[config.mk]
export PLATFORM = sky130hd
export DESIGN_NAME = opl_write_arb
export DESIGN_NICKNAME = d
export VERILOG_FILES = /design/src/rtl/opl_pkg.sv /design/src/rtl/opl_wait_timer.sv /design/src/rtl/opl_write_arb.sv
export SDC_FILE = /design/constraint.sdc
export NUM_CORES = 1
export LEC_CHECK = 0
export ABC_AREA = 1
export CAP_MARGIN = 25
export CORE_AREA = 2 2 66 68
export CTS_CLUSTER_DIAMETER = 40
export DETAILED_ROUTE_END_ITERATION = 8
export DIE_AREA = 0 0 68 70
export GPL_TIMING_DRIVEN = 0
export PLACE_DENSITY = 0.77
export SLEW_MARGIN = 20
export SYNTH_ARGS = -nofsm -noshare
export SYNTH_HDL_FRONTEND = slang
export SYNTH_SLANG_ARGS = --single-unit
[constraint.sdc]
create_clock -name clk -period 2.45 [get_ports clk]
set_input_delay 0.3675 -clock clk [delete_from_list [all_inputs] [get_ports clk]]
set_output_delay 0.3675 -clock clk [all_outputs]
set_load 0.005 [all_outputs]
[src/rtl/opl_pkg.sv]
`default_nettype none
// ============================================================================
// Module  : opl_pkg
// Purpose : Shared FSM encoding, default wait counts and timer width for the
//           OPL register-write arbiter.
// Revision: 1.0
// ============================================================================
package opl_pkg;

    localparam int C_ADDR_WAIT_DEF = 20;
    localparam int C_DATA_WAIT_DEF = 100;
    localparam int C_TMR_W         = 9;

    typedef enum logic [2:0] {
        ST_IDLE  = 3'd0,
        ST_ADDR  = 3'd1,
        ST_AWAIT = 3'd2,
        ST_DATA  = 3'd3,
        ST_DWAIT = 3'd4
    } opl_state_e;

    // Returns the index of the requester to serve; contention goes to the
    // one that was not served last.
    function automatic logic opl_pick(input logic v0, input logic v1, input logic last);
        return (v0 && v1) ? ~last : v1;
    endfunction

endpackage
`default_nettype wire

[src/rtl/opl_wait_timer.sv]
`default_nettype none
// ============================================================================
// Module  : opl_wait_timer
// Purpose : cen-gated, loadable down-counter with a zero flag; never wraps.
// Revision: 1.0
// ============================================================================
module opl_wait_timer
    import opl_pkg::*;
(
    input  logic               clk,
    input  logic               rst,
    input  logic               cen_i,
    input  logic               clr_i,
    input  logic               load_i,
    input  logic [C_TMR_W-1:0] load_val_i,
    input  logic               dec_i,
    output logic               zero_o
);

    localparam logic [C_TMR_W-1:0] C_ONE = C_TMR_W'(1);

    logic [C_TMR_W-1:0] cnt_q;

    always_ff @(posedge clk or posedge rst) begin
        if (rst) begin
            cnt_q <= '0;
        end else if (clr_i) begin
            cnt_q <= '0;
        end else if (cen_i) begin
            if (load_i) begin
                cnt_q <= load_val_i;
            end else if (dec_i && (cnt_q != '0)) begin
                cnt_q <= cnt_q - C_ONE;
            end
        end
    end

    assign zero_o = (cnt_q == '0);

endmodule
`default_nettype wire

[src/rtl/opl_write_arb.sv]
`default_nettype none
// ============================================================================
// Module  : opl_write_arb
// Purpose : Arbitrates two register-write requesters onto the OPL write port,
//           sequencing the address and data strobes with cen-timed waits.
// Revision: 1.0
// ============================================================================
module opl_write_arb
    import opl_pkg::*;
#(
    parameter int ADDR_WAIT = C_ADDR_WAIT_DEF,
    parameter int DATA_WAIT = C_DATA_WAIT_DEF
) (
    input  logic        clk,
    input  logic        rst,
    input  logic        cen,
    input  logic        enable,
    input  logic        req0_valid,
    input  logic        req1_valid,
    input  logic [15:0] req0_data,
    input  logic [15:0] req1_data,
    output logic        req0_ready,
    output logic        req1_ready,
    output logic        opl_wr_n,
    output logic        opl_a0,
    output logic [7:0]  opl_din,
    output logic        busy,
    output logic        last_grant
);

    localparam logic [C_TMR_W-1:0] C_ADDR_LOAD = C_TMR_W'(ADDR_WAIT - 1);
    localparam logic [C_TMR_W-1:0] C_DATA_LOAD = C_TMR_W'(DATA_WAIT - 1);

    opl_state_e         state_q;
    logic               wr_n_q;
    logic               a0_q;
    logic [7:0]         din_q;
    logic [7:0]         value_q;
    logic               last_grant_q;

    logic               grant_open;
    logic               grant_sel;
    logic               xfer;
    logic [15:0]        sel_data;

    logic               tmr_clr;
    logic               tmr_load;
    logic               tmr_dec;
    logic               tmr_zero;
    logic [C_TMR_W-1:0] tmr_val;

    // Readies are combinational so a waiting requester is accepted on the
    // very first clk the FSM sits in IDLE.
    assign grant_open = ~rst & enable & (state_q == ST_IDLE);
    assign grant_sel  = opl_pick(req0_valid, req1_valid, last_grant_q);
    assign req0_ready = grant_open & req0_valid & ~grant_sel;
    assign req1_ready = grant_open & req1_valid &  grant_sel;
    assign xfer       = req0_ready | req1_ready;
    assign sel_data   = grant_sel ? req1_data : req0_data;

    always_comb begin
        tmr_clr  = ~enable;
        tmr_load = 1'b0;
        tmr_dec  = 1'b0;
        tmr_val  = '0;
        case (state_q)
            ST_ADDR: begin
                tmr_load = 1'b1;
                tmr_val  = C_ADDR_LOAD;
            end
            ST_DATA: begin
                tmr_load = 1'b1;
                tmr_val  = C_DATA_LOAD;
            end
            ST_AWAIT, ST_DWAIT: begin
                tmr_dec = ~tmr_zero;
            end
            default: begin
                tmr_load = 1'b0;
            end
        endcase
    end

    opl_wait_timer u_timer (
        .clk        (clk),
        .rst        (rst),
        .cen_i      (cen),
        .clr_i      (tmr_clr),
        .load_i     (tmr_load),
        .load_val_i (tmr_val),
        .dec_i      (tmr_dec),
        .zero_o     (tmr_zero)
    );

    always_ff @(posedge clk or posedge rst) begin
        if (rst) begin
            state_q      <= ST_IDLE;
            wr_n_q       <= 1'b1;
            a0_q         <= 1'b0;
            din_q        <= 8'h00;
            value_q      <= 8'h00;
            last_grant_q <= 1'b1;
        end else if (!enable) begin
            // Abort drops the write entirely; a0/din keep their last values.
            state_q <= ST_IDLE;
            wr_n_q  <= 1'b1;
        end else begin
            case (state_q)
                ST_IDLE: begin
                    if (xfer) begin
                        state_q      <= ST_ADDR;
                        wr_n_q       <= 1'b0;
                        a0_q         <= 1'b0;
                        din_q        <= sel_data[15:8];
                        value_q      <= sel_data[7:0];
                        last_grant_q <= grant_sel;
                    end
                end
                ST_ADDR: begin
                    if (cen) begin
                        wr_n_q  <= 1'b1;
                        state_q <= ST_AWAIT;
                    end
                end
                ST_AWAIT: begin
                    if (cen && tmr_zero) begin
                        state_q <= ST_DATA;
                        a0_q    <= 1'b1;
                        din_q   <= value_q;
                        wr_n_q  <= 1'b0;
                    end
                end
                ST_DATA: begin
                    if (cen) begin
                        wr_n_q  <= 1'b1;
                        state_q <= ST_DWAIT;
                    end
                end
                ST_DWAIT: begin
                    if (cen && tmr_zero) begin
                        state_q <= ST_IDLE;
                    end
                end
                default: begin
                    state_q <= ST_IDLE;
                    wr_n_q  <= 1'b1;
                end
            endcase
        end
    end

    assign opl_wr_n   = wr_n_q;
    assign opl_a0     = a0_q;
    assign opl_din    = din_q;
    assign busy       = (state_q != ST_IDLE);
    assign last_grant = last_grant_q;

endmodule
`default_nettype wire
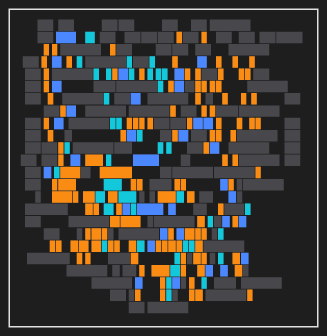
*Logic cells by family, run 1*
| colour | family | cells | most used |
|---|---|---|---|
| cyan | NOR gates | 39 | nor2_1 |
| blue | inverting AOI/OAI gates | 33 | a31oi_1 |
| orange | NAND gates | 119 | nand2_1 |
logic share of the area: 38.4%
Post-Layout Cell Count: 359
Top cell excl fill/tap: nand2_1

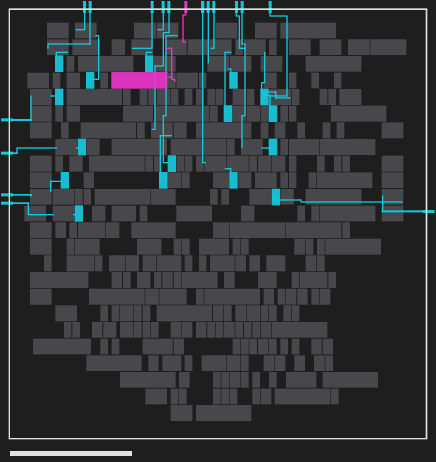
*Nets reached from selected ports, run 1*
Bar = 20 um.
| colour | port | bits | direction | end cells | buffers | wire |
|---|---|---|---|---|---|---|
| cyan | `req0_data` | 16 | input | 16 | 16 | 291 um |
| magenta | `opl_a0` | 1 | output | 1 | 1 | 13.6 um |
I/O Buffers: 51
num ports: 52

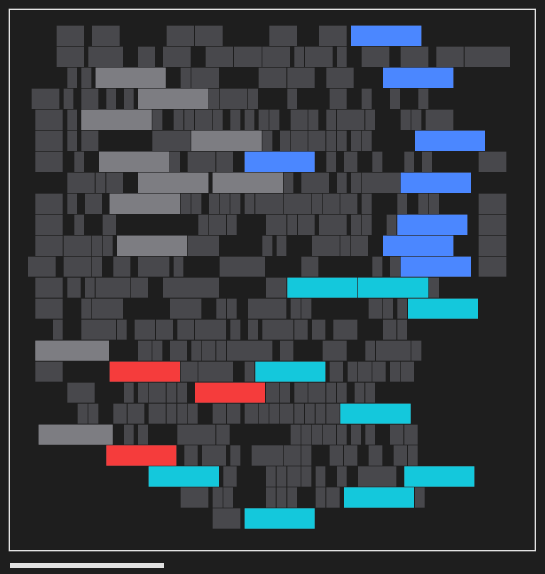
*Sequential cells grouped by signal name, run 1*
Bar = 20 um. Other sequential cells in the stronger grey, the rest of the logic in the fainter grey.
| colour | signal | flops |
|---|---|---|
| blue | `opl_din` | 8 |
| cyan | `u_timer.cnt_q` | 9 |
| red | `state_q` | 3 |
area occupied by registers: 778 um2
flop share of the area: 30.7%
Final Util: 61.1%
total sequential power: 0.869 mW

[run 1: path summary, 6_finish.rpt]
path	from	end	slack, ps	depth (start not counted)
max	req0_valid	req0_ready	100	7
min	rst	u_timer.cnt_q[1]	420	2
max reg2reg	u_timer.cnt_q[0]	opl_din[7]	640	11
min reg2reg	opl_wr_n	opl_wr_n	460	2
max in group asynchronous	rst	last_grant	1790	2
min in group clk	opl_wr_n	opl_wr_n	460	2
[run 1: sequential cells by signal (all words and copies together), names as in the netlist]
name	cells
u_timer.cnt_q	9
state_q	3
opl_din	8
value_q	8
last_grant	1
opl_a0	1
opl_wr_n	1
==> out/qor.yml, run 1 <==
status: "finished, final reports clean"
dieArea_um2: 4760
worst_slack_ps: 100
comb_area_um2: 972
wirelength_met1_um: 2010
rsz0062_at_grt: "no"
slowest_stage: "clkdlybuf4s50_1"
antenna_cells: 0
switching_share_pct: 40.3
rows: 24
final-setup-viol-count: 0
async_flop_share_pct: 100
fmax_mhz: 426
aoi_share_pct: 11.6
power_density_nw_per_um2: 970
layout-drive-gt1-share_pct: 12.1
hpwlAfterDp_um: 3360
clk_share_pct: 3.31
wl_per_cell_um: 12.5
postCtsHoldBufs: 0
grt_antenna_before_repair: 0
p_sw_mw: 0.990
track_usage_pct: 21.1
yosys.area.top_type: "dfrtp_1"
ys_sh_simple_pct: 39.1
hold_slack_ps: 418
synthMostInstantiatedCell: "nand2_1"
ys_seq_share_pct: 42.1
fp.dieW_um: 68
nets: 345
dp.cells: 351
fp_nets: 287
pwr-share-seq_pct: 35.4
pre_cts_ws_ps: -237
synth_stat.cells: 248
path_cells: "clkdlybuf4s50_1, nand2_1, nand2_4, inv_4, clkbuf_4, nor2_1, clkdlybuf4s50_1"
placed_area_um2: 2420
synth-warning-count: 0
wl_um: 4470
syn_to_final_growth_pct: 37.0
p_total_mw: 2.46
vias: 1811
clkbuf_count: 5
p_comb_share_pct: 48.7
warnings: 26
synth_adder_area_share_pct: 0.677
flops: 31
nonClkBufAreaFrac_pct: 21.4
wl_met3_um: 214
top_usage_layer: "met2"
clock_sinks: 31
grtUsageMet1_pct: 28.6
yosys_area_um2: 1850
gp_congestion: 0.863
min_period_ps: 2350
grtUsageMet3_pct: 5.48
clockPowerShare_pct: 15.9
routed.top_layer: "met4"
core_area_um2: 4140
syn_area_um2: 1850
synth_cells: 248
critPathKind: "in2out"
cts_max_level: 2
cts_resized: 7
power_leader: "combinational logic"
slowest_delay_ps: 510
hold_class: "in2async"
final_antenna_net_count: 0
clockRootBuffer: "clkbuf_8"
fin_tns_setup_ps: 0
layout_top_cells: "nand2_1, clkdlybuf4s50_1, nor2_1"
taps: 52
biggestCellCategory: "combinational gates"
path_buffers: 4
worst_pin_slew_ps: 270
ys_top_logic_family: "simple AND/OR/NAND/NOR gates"
cts_buffers: 5
worstSetupEndpointType: "output pin"
arrival_ps: 1980
==> run 1 -> run 2 <==
--- a/config.mk
+++ b/config.mk
@@ -7,12 +7,11 @@
 export LEC_CHECK = 0
 export ABC_AREA = 1
 export CAP_MARGIN = 25
-export CORE_AREA = 2 2 66 68
+export CORE_AREA = 2 2 76 78
 export CTS_CLUSTER_DIAMETER = 40
 export DETAILED_ROUTE_END_ITERATION = 8
-export DIE_AREA = 0 0 68 70
+export DIE_AREA = 0 0 78 80
 export GPL_TIMING_DRIVEN = 0
-export PLACE_DENSITY = 0.77
 export SLEW_MARGIN = 20
 export SYNTH_ARGS = -nofsm -noshare
 export SYNTH_HDL_FRONTEND = slang
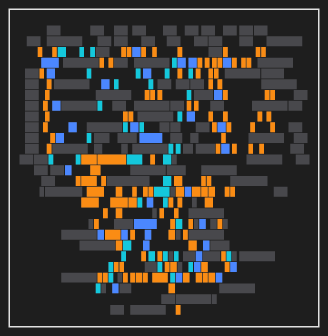
*Logic cells by family, run 2*
| colour | family | cells | most used |
|---|---|---|---|
| cyan | NOR gates | 39 | nor2_1 |
| blue | inverting AOI/OAI gates | 33 | a31oi_1 |
| orange | NAND gates | 119 | nand2_1 |
logic share of the area: 37.4%
Post-Layout Cell Count: 380

==> run 2 against run 1 <==
Against the previous run:
- largest cell class unchanged
- largest power group unchanged
- clock-buffer cell count grew 1
- maximum frequency barely moved
- worst hold slack gained 8.7 ps
- utilization fell by 13 points
- global-route usage decreased by 5.0 points
- clock skew shrank 3.5 ps
- synthesized area unchanged
- first-iteration DRC count increased by 20%
- critical path type unchanged
==> out/qor.yml, run 2 <==
ys_sh_simple_pct: 39.1
cp.depth: 5
final_antenna_net_count: 0
ys_seq_share_pct: 42.1
status: "finished, final reports clean"
critPathKind: "in2out"
clockRootBuffer: "clkbuf_8"
cts_buffers: 5
synth_stat.cells: 248
path_cells: "clkdlybuf4s50_1, clkinv_8, nand4_2, nor2_1, clkdlybuf4s50_1"
grtUsageMet3_pct: 4.07
rr_endpoint: "u_timer.cnt_q[5]"
grt_first_pass_wirelength_um: 7790
grtUsageMet1_pct: 22.8
switching_share_pct: 38.5
slowest_stage: "clkdlybuf4s50_1"
wl_met3_um: 203
nets: 346
antenna_cells: 0
rsz0062_at_grt: "yes"
crit_top_cell: "clkdlybuf4s50_1"
layout-drive-gt1-share_pct: 12.3
clockPowerShare_pct: 20.7
async_flop_share_pct: 100
routed.top_layer: "met4"
wl_um: 4750
postCtsHoldBufs: 0
fmax_mhz: 426
path_buffers: 3
gp_congestion: 0.849
synth_adder_area_share_pct: 0.677
power_leader: "combinational logic"
yosys.area.top_type: "dfrtp_1"
fp_nets: 287
core_area_um2: 5410
critPathLaunch: "rst"
synth_cells: 248
finish.utilization_pct: 48.1
p_comb_share_pct: 45.9
synthMostInstantiatedCell: "nand2_1"
grt_max_degree: 34
worst_pin_slew_ps: 304
r2r_slack_ps: 670
p_total_mw: 2.61
p_sw_mw: 1.00
final-setup-viol-count: 0
clock_sinks: 31
top_register: "u_timer.cnt_q"
fin_tns_setup_ps: 0
dieArea_um2: 6240
slowest_delay_ps: 530
hold_slack_ps: 426
seq-power_mw: 0.872
regToRegStartpoint: "u_timer.cnt_q[0]"
top_usage_layer: "met2"
pwr-share-seq_pct: 33.4
placed_area_um2: 2450
worst_slack_ps: 102
min_period_ps: 2350
mux_area_share_pct: 0
wirelength_met1_um: 2350
syn_to_final_growth_pct: 40.7
ys_top_logic_family: "simple AND/OR/NAND/NOR gates"
wl_per_cell_um: 12.5
aoi_share_pct: 11.6
rows: 27
vias: 1799
warnings: 28
lay_top_count: "nand2_1"
pre_cts_ws_ps: -272
layout_top_cells: "nand2_1, clkdlybuf4s50_1, nor2_1"
hpwlAfterDp_um: 3440
track_usage_pct: 16.0
syn_area_um2: 1850
cts_resized: 8
worstSetupEndpointType: "output pin"
crit_end: "req1_ready"
port_buffers: 51
hold_viol_final: 0
cts_max_level: 2
hold_class: "in2async"
finalClockPeriodUsage_pct: 95.9
fp.dieW_um: 78
arrival_ps: 1980
comb-power_mw: 1.20
dp.cells: 371
slew_violations: 0
yosys_area_um2: 1850
largest_reg_flops: 9
power_density_nw_per_um2: 1000
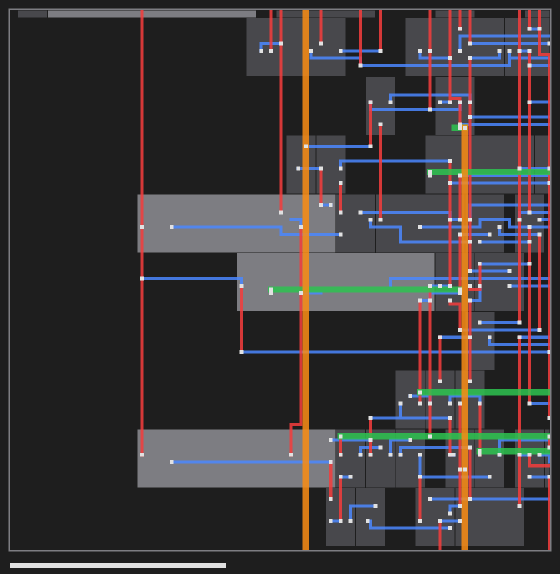
*A small window of the routed layout, run 2*
Bar = 10 um. Window x 7 to 32, y 8 to 33 um. Cells in grey, sequential cells in the stronger grey; small squares are vias.
| colour | layer |
|---|---|
| orange | met4 |
| green | met3 |
| blue | met1 |
| red | met2 |
most frequent: nand2_1 (9), nor2_1 (4)
netlist names of flops here include: `u_timer.cnt_q` (3)
sequential cells in the window: 3
cells with their middle in the window: 31

[run 2: netlist changes by cell type in the layout (fill, tap and decap cells not counted)]
cell	before	now
buf_4	1	2
bufinv_16	0	1
clkbuf_8	5	6
clkinv_2	3	1
clkinv_4	0	1
inv_4	3	2
[run 2: final cells by class]
class / instances / area [um2] / share of cell area [%]
tap: 72 / 90.1 / 3.46
clock buffer: 6 / 82.6 / 3.18
clock inverter: 2 / 35.0 / 1.35
buffer: 4 / 31.3 / 1.20
inverter: 19 / 93.8 / 3.61
timing repair buffer: 52 / 517 / 19.9
multi-input combinational: 194 / 972 / 37.4
sequential: 31 / 778 / 29.9
Power figures rest on the tool's default switching activity, not on a simulated workload.
